==> images/placement_by_type.png <==
(12 px per micron)
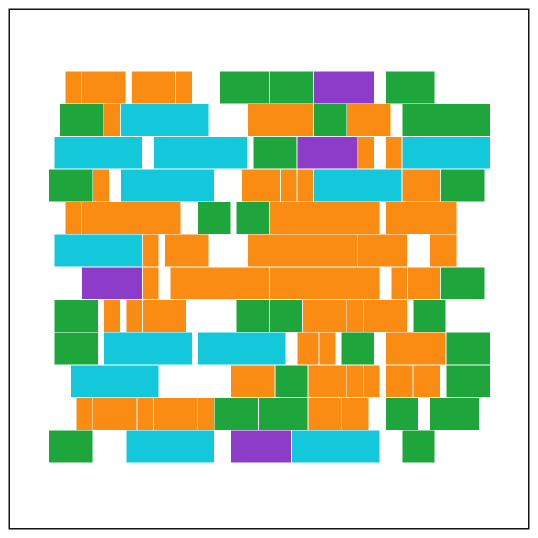
==> images/sizes.png <==
(6 px per micron)
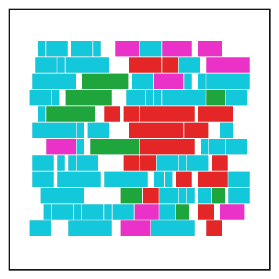
==> images/clocks.png <==
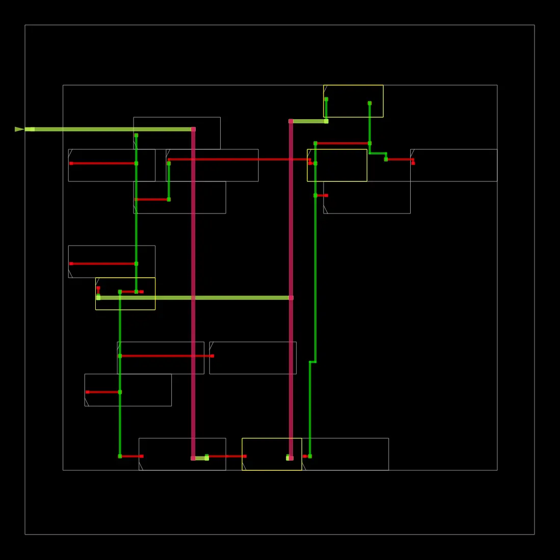
==> images/metal_density.png <==
(8 px per micron) The die is cut into 9 by 9 equal tiles; dark purple is low, yellow is high, scaled to the fullest tile. Values are wire area over tile area, all layers added.
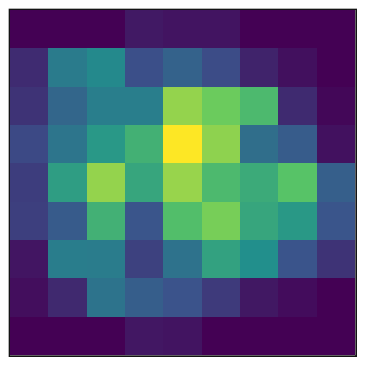
===== config.mk =====
export PLATFORM = sky130hd
export DESIGN_NAME = b8to1_serializer
export DESIGN_NICKNAME = d
export VERILOG_FILES = /design/src/rtl/b8to1_serializer_pkg.sv /design/src/rtl/b8to1_muxer.sv /design/src/rtl/b8to1_serializer.sv
export SDC_FILE = /design/constraint.sdc
export NUM_CORES = 1
export LEC_CHECK = 0
export CAP_MARGIN = 20
export CORE_MARGIN = 3
export CORE_UTILIZATION = 45
export CTS_BUF_LIST = sky130_fd_sc_hd__clkbuf_8 sky130_fd_sc_hd__clkbuf_16
export DETAILED_ROUTE_END_ITERATION = 12
export PLACE_DENSITY = 0.79
export SKIP_LAST_GASP = 1
export SLEW_MARGIN = 15
export SYNTH_ARGS = -nofsm -noshare
export SYNTH_HDL_FRONTEND = slang
export SYNTH_SLANG_ARGS = --single-unit

===== constraint.sdc =====
create_clock -name clock -period 1.5 [get_ports clock]
set_input_delay 0.15 -clock clock [delete_from_list [all_inputs] [get_ports clock]]
set_output_delay 0.15 -clock clock [all_outputs]
set_load 0.02 [all_outputs]

===== src/rtl/b8to1_serializer_pkg.sv =====
// Shared definitions for the byte-to-bit serializer: state encoding and word geometry.
package b8to1_serializer_pkg;

    localparam int WORD_BITS = 8;
    localparam int SEL_BITS  = $clog2(WORD_BITS);
    localparam logic [SEL_BITS-1:0] LAST_BEAT = SEL_BITS'(WORD_BITS - 1);

    typedef enum logic {
        IDLE = 1'b0,
        SEND = 1'b1
    } state_t;

endpackage


===== src/rtl/b8to1_muxer.sv =====
// 8-to-1 bit multiplexer: z is the bit of x picked by sel.
module b8to1_muxer
    import b8to1_serializer_pkg::*;
(
    input  logic [WORD_BITS-1:0] x,
    input  logic [SEL_BITS-1:0]  sel,
    output logic                 z
);

    always_comb begin
        z = x[sel];
    end

endmodule


===== src/rtl/b8to1_serializer.sv =====
// Parallel-to-serial converter: takes a byte on a valid/ready input and emits it
// one bit per accepted beat; the beat counter drives the select of an 8-to-1 mux.
module b8to1_serializer
    import b8to1_serializer_pkg::*;
#(
    parameter bit MSB_FIRST = 1'b0
) (
    input  logic                 clock,
    input  logic                 reset_,
    input  logic [WORD_BITS-1:0] x7_x0,
    input  logic                 in_valid,
    output logic                 in_ready,
    output logic                 z0,
    output logic                 out_valid,
    input  logic                 out_ready,
    output logic                 last
);

    state_t                 state_q, state_d;
    logic [WORD_BITS-1:0]   word_q,  word_d;
    logic [SEL_BITS-1:0]    count_q, count_d;
    logic [SEL_BITS-1:0]    sel;
    logic                   at_last_beat;

    assign at_last_beat = (count_q == LAST_BEAT);

    // in_ready looks through to out_ready so a new word can reload on the final beat.
    assign in_ready  = (state_q == IDLE) | ((state_q == SEND) & at_last_beat & out_ready);
    assign out_valid = (state_q == SEND);
    assign last      = (state_q == SEND) & at_last_beat;
    assign sel       = MSB_FIRST ? ~count_q : count_q;

    always_comb begin
        state_d = state_q;
        word_d  = word_q;
        count_d = count_q;
        case (state_q)
            IDLE: begin
                if (in_valid) begin
                    state_d = SEND;
                    word_d  = x7_x0;
                    count_d = '0;
                end
            end
            SEND: begin
                if (out_ready) begin
                    if (!at_last_beat) begin
                        count_d = count_q + 1'b1;
                    end else if (in_valid) begin
                        word_d  = x7_x0;
                        count_d = '0;
                    end else begin
                        // word and count hold so z0 keeps the last emitted bit
                        state_d = IDLE;
                    end
                end
            end
        endcase
    end

    always_ff @(posedge clock) begin
        if (!reset_) begin
            state_q <= IDLE;
            word_q  <= '0;
            count_q <= '0;
        end else begin
            state_q <= state_d;
            word_q  <= word_d;
            count_q <= count_d;
        end
    end

    b8to1_muxer u_muxer (
        .x   (word_q),
        .sel (sel),
        .z   (z0)
    );

endmodule


==> flow_metrics.env <==
# yosys + openroad results
export IMPL_tool_warnings=29
export IMPL_grtUsageMet2_pct=32.7
export IMPL_power_switching_uw=208
export IMPL_syn_num_nets=79
export IMPL_path_clk_slew_ns=0.06
export IMPL_maxCapViolations=0
export IMPL_required_ns=1.35
export IMPL_dpl_cell_area_sq_um=875
export IMPL_clk_share_pct=5.49
export IMPL_io_pins=16
export IMPL_post_cts_setup_buffers=1
export IMPL_most_common_cell="nand2_1"
export IMPL_grt_max_degree=12
export IMPL_clockBufferDepth=2
export IMPL_num_antenna_cells=0
export IMPL_n_all_buffers=27
export IMPL_routed_wl_met3_microns=80
export IMPL_die_w_microns=43.2
export IMPL_wl_per_cell_microns=15.4
export IMPL_synth_top_flop_cell="dfxtp_1"
export IMPL_busiest_layer="met2"
export IMPL_async_reset_ff_share_pct=0
export IMPL_crit_path_end_kind="output port"
export IMPL_p_leak_nw=0.422
export IMPL_fp_util_pct=51.8
export IMPL_syn_area_sq_um=622
export IMPL_largest_reg_flops=8
export IMPL_lay_top_cells="nand2_1 (18), clkdlybuf4s50_1 (12), dfxtp_1 (10), buf_4 (10), mux2i_1 (9)"
export IMPL_tightest_slew_ns=0.207
export IMPL_top_register="word_q"
export IMPL_globalplace_congestion=0.731
export IMPL_status="complete, but fails checks"
export IMPL_logic_gates=48
export IMPL_slew_headroom_pct=86.2
export IMPL_ant_nets=0
export IMPL_dp_hpwl_mm=1.08
export IMPL_yosysTopAreaCell="dfxtp_1"
export IMPL_report_final_slew_viol_count=0
export IMPL_syn_inst=64
export IMPL_powerDensity_mw_per_mm2=864
export IMPL_xor_area_share_pct=0
export IMPL_logic_area_sq_um=419
export IMPL_die_h_microns=43.2
export IMPL_bufAreaShareNonClock_pct=26.0
export IMPL_ys_cells=64
export IMPL_nNonClkInverters=2
export IMPL_die_area_sq_mm=0.00186
export IMPL_p_int_uw=659
export IMPL_grt_pass1_wl_mm=2.60
export IMPL_ys_ff=12
export IMPL_seqPwrFrac_pct=40.4
export IMPL_met1_usage_pct=21.6
export IMPL_core_region_area_sq_mm=0.00120
export IMPL_top_cells_by_area="dfxtp_1 (39%), mux2i_1 (14%), nand2_1 (12%)"
export IMPL_antenna_found_initial=0
export IMPL_violations="setup timing"
export IMPL_fin_crit_ns=1.65
export IMPL_crit_chain="mux4_2 -> mux2_4 -> buf_6"
export IMPL_post_place_cells=102
export IMPL_cts_tree="built"
export IMPL_ys_sh_mux_pct=24.7
export IMPL_wl_met1_microns=666
export IMPL_num_vias=564
export IMPL_worst_slack_ns=-0.150
export IMPL_critPathSlowestCell="mux4_2"
export IMPL_min_path_type="input port to register"
export IMPL_netlist_top_cells_count="nand2_1 (20), dfxtp_1 (12), mux2i_1 (9)"
export IMPL_io_buffer_count=15
export IMPL_root_buffer="clkbuf_8"
export IMPL_grt_pass1_vias=566
export IMPL_fmaxAchievable_mhz=606
export IMPL_crit_arrival_ns=1.50
export IMPL_setup_viol=8
export IMPL_p_clk_share_pct=42.2
export IMPL_yosys_area_share_simple_pct=17.9
export IMPL_postSynthSeqShare_pct=38.6
export IMPL_avgSynthCellArea_sq_um=9.72
export IMPL_rrSetupSlack_ns=-0.02
export IMPL_worstSetupStartpointType="register"
export IMPL_crit_fanout=2
export IMPL_powerComb_uw=150
export IMPL_seqCellArea_sq_um=243
export IMPL_fillerInstances=72
export IMPL_final_hold_violation_count=0
export IMPL_rsz0062_at_grt="true"
export IMPL_grt_use_met3_pct=6.36
export IMPL_fin_crit_sh_pct=110
export IMPL_highest_layer="met4"
export IMPL_drive_gt1_share_pct=36.6
export IMPL_grt_total_usage_pct=20.4
export IMPL_taps=14
export IMPL_overflow=0
export IMPL_drcViolationCount=0
export IMPL_synth_top_area_share_pct=38.6
export IMPL_fin_cells=107
export IMPL_dominant_cells="multi-input combinational cells"
export IMPL_cts_made_buffers=3
export IMPL_power_frac_comb_pct=17.4
export IMPL_critPathMaxStageDelay_ns=0.50
export IMPL_yosysWarnings=0
export IMPL_seq_area_share_pct=24.2
export IMPL_via_per_inst=5.27
export IMPL_lay_top_count="nand2_1"
export IMPL_drt_iter0_markers=6
export IMPL_postRouteWirelength_mm=1.64
export IMPL_cts_max_level=1
export IMPL_hold_buffers=0
export IMPL_setup_tns_final_ns=-0.223
export IMPL_power_leader="the clock network"
export IMPL_yosys_area_sq_um=622
export IMPL_synth_cell_types=20
export IMPL_worstSetupPathType="register to output port"
export IMPL_met2_length_microns=841
export IMPL_sw_frac_of_total_pct=24.0
export IMPL_nets=109
export IMPL_p_seq_uw=350
export IMPL_synthAdderAreaFrac_pct=6.04
export IMPL_powerClk_uw=366
export IMPL_comb_share_pct=41.8
export IMPL_synthAoiAreaFrac_pct=9.86
export IMPL_top_logic_kind="multiplexers"
export IMPL_edf_count=0
export IMPL_first_pass_iters=2
export IMPL_cts_repair_resized=24
export IMPL_peakVddDrop_mv=0.574
Back to the opening pictures, placement_by_type.png:
legend:
  cyan:
    class: flops
    cells: 12
    share_of_their_area: 25%
  purple:
    class: clock drivers and dummy loads
    cells: 4
    share_of_their_area: 5.6%
  orange:
    class: combinational and other logic
    cells: 50
    share_of_their_area: 43%
  green:
    class: other buffers and delay cells
    cells: 27
    share_of_their_area: 26%
Rows: 12
Finished Core Util: 83.4%

Back to the opening pictures, sizes.png:
legend:
  red:
    size: _3 and _4 cells
    cells: 17
    share: 18%
    most_used: buf_4
  magenta:
    size: _6 and larger
    cells: 9
    share: 9.7%
  green:
    size: _2 cells
    cells: 8
    share: 8.6%
  cyan:
    size: _0 and _1 cells
    cells: 59
    share: 63%
    most_used: nand2_1
final worst setup slack: -0.150 ns
synth-to-layout area growth: 61.2%
Design Area, Final: 0.00100 sq mm

Back to the opening pictures, clocks.png:
Clk Latency, worst-skew pair: 0.25 ns
flop count: 12
Sink Count: 12
clock buffers: 4
Max Clock Skew: 0.00424 ns

Back to the opening pictures, metal_density.png:
fullest tile: 0.47
nearly empty tiles: 20%
tiles over half the peak: 25%

-- path summary, 6_finish.rpt --
check / startpoint / end / cells after the start
worst max register to register: count_q[1] / word_q[5] / 8
worst min register to register: word_q[3] / word_q[3] / 2
worst min-delay path: x7_x0[2] / word_q[2] / 3
worst max-delay path: count_q[1] / z0 / 3
-- worst max-delay path: cells and delay by family, from the launching register on --
family | cells | cell delay, ns
buffers and inverters | 1 | 0.13
flip-flops | 1 | 0.34
multiplexers | 2 | 0.79
-- stage by stage --
stage	setup slack [ns]	util, %	hold WS [ns]	power (mW)
final	-0.150	83.4	0.456	0.866
after global routing	-0.186	83.4	0.450	0.901
after CTS	-0.156	78.6	0.454	0.862
after detailed placement	-0.347	72.8	0.457	0.491
after global placement	-0.313	72.8	0.441	0.486
after floorplan	0.105	-	0.292	0.415
Power is estimated from default activity; no workload was simulated.
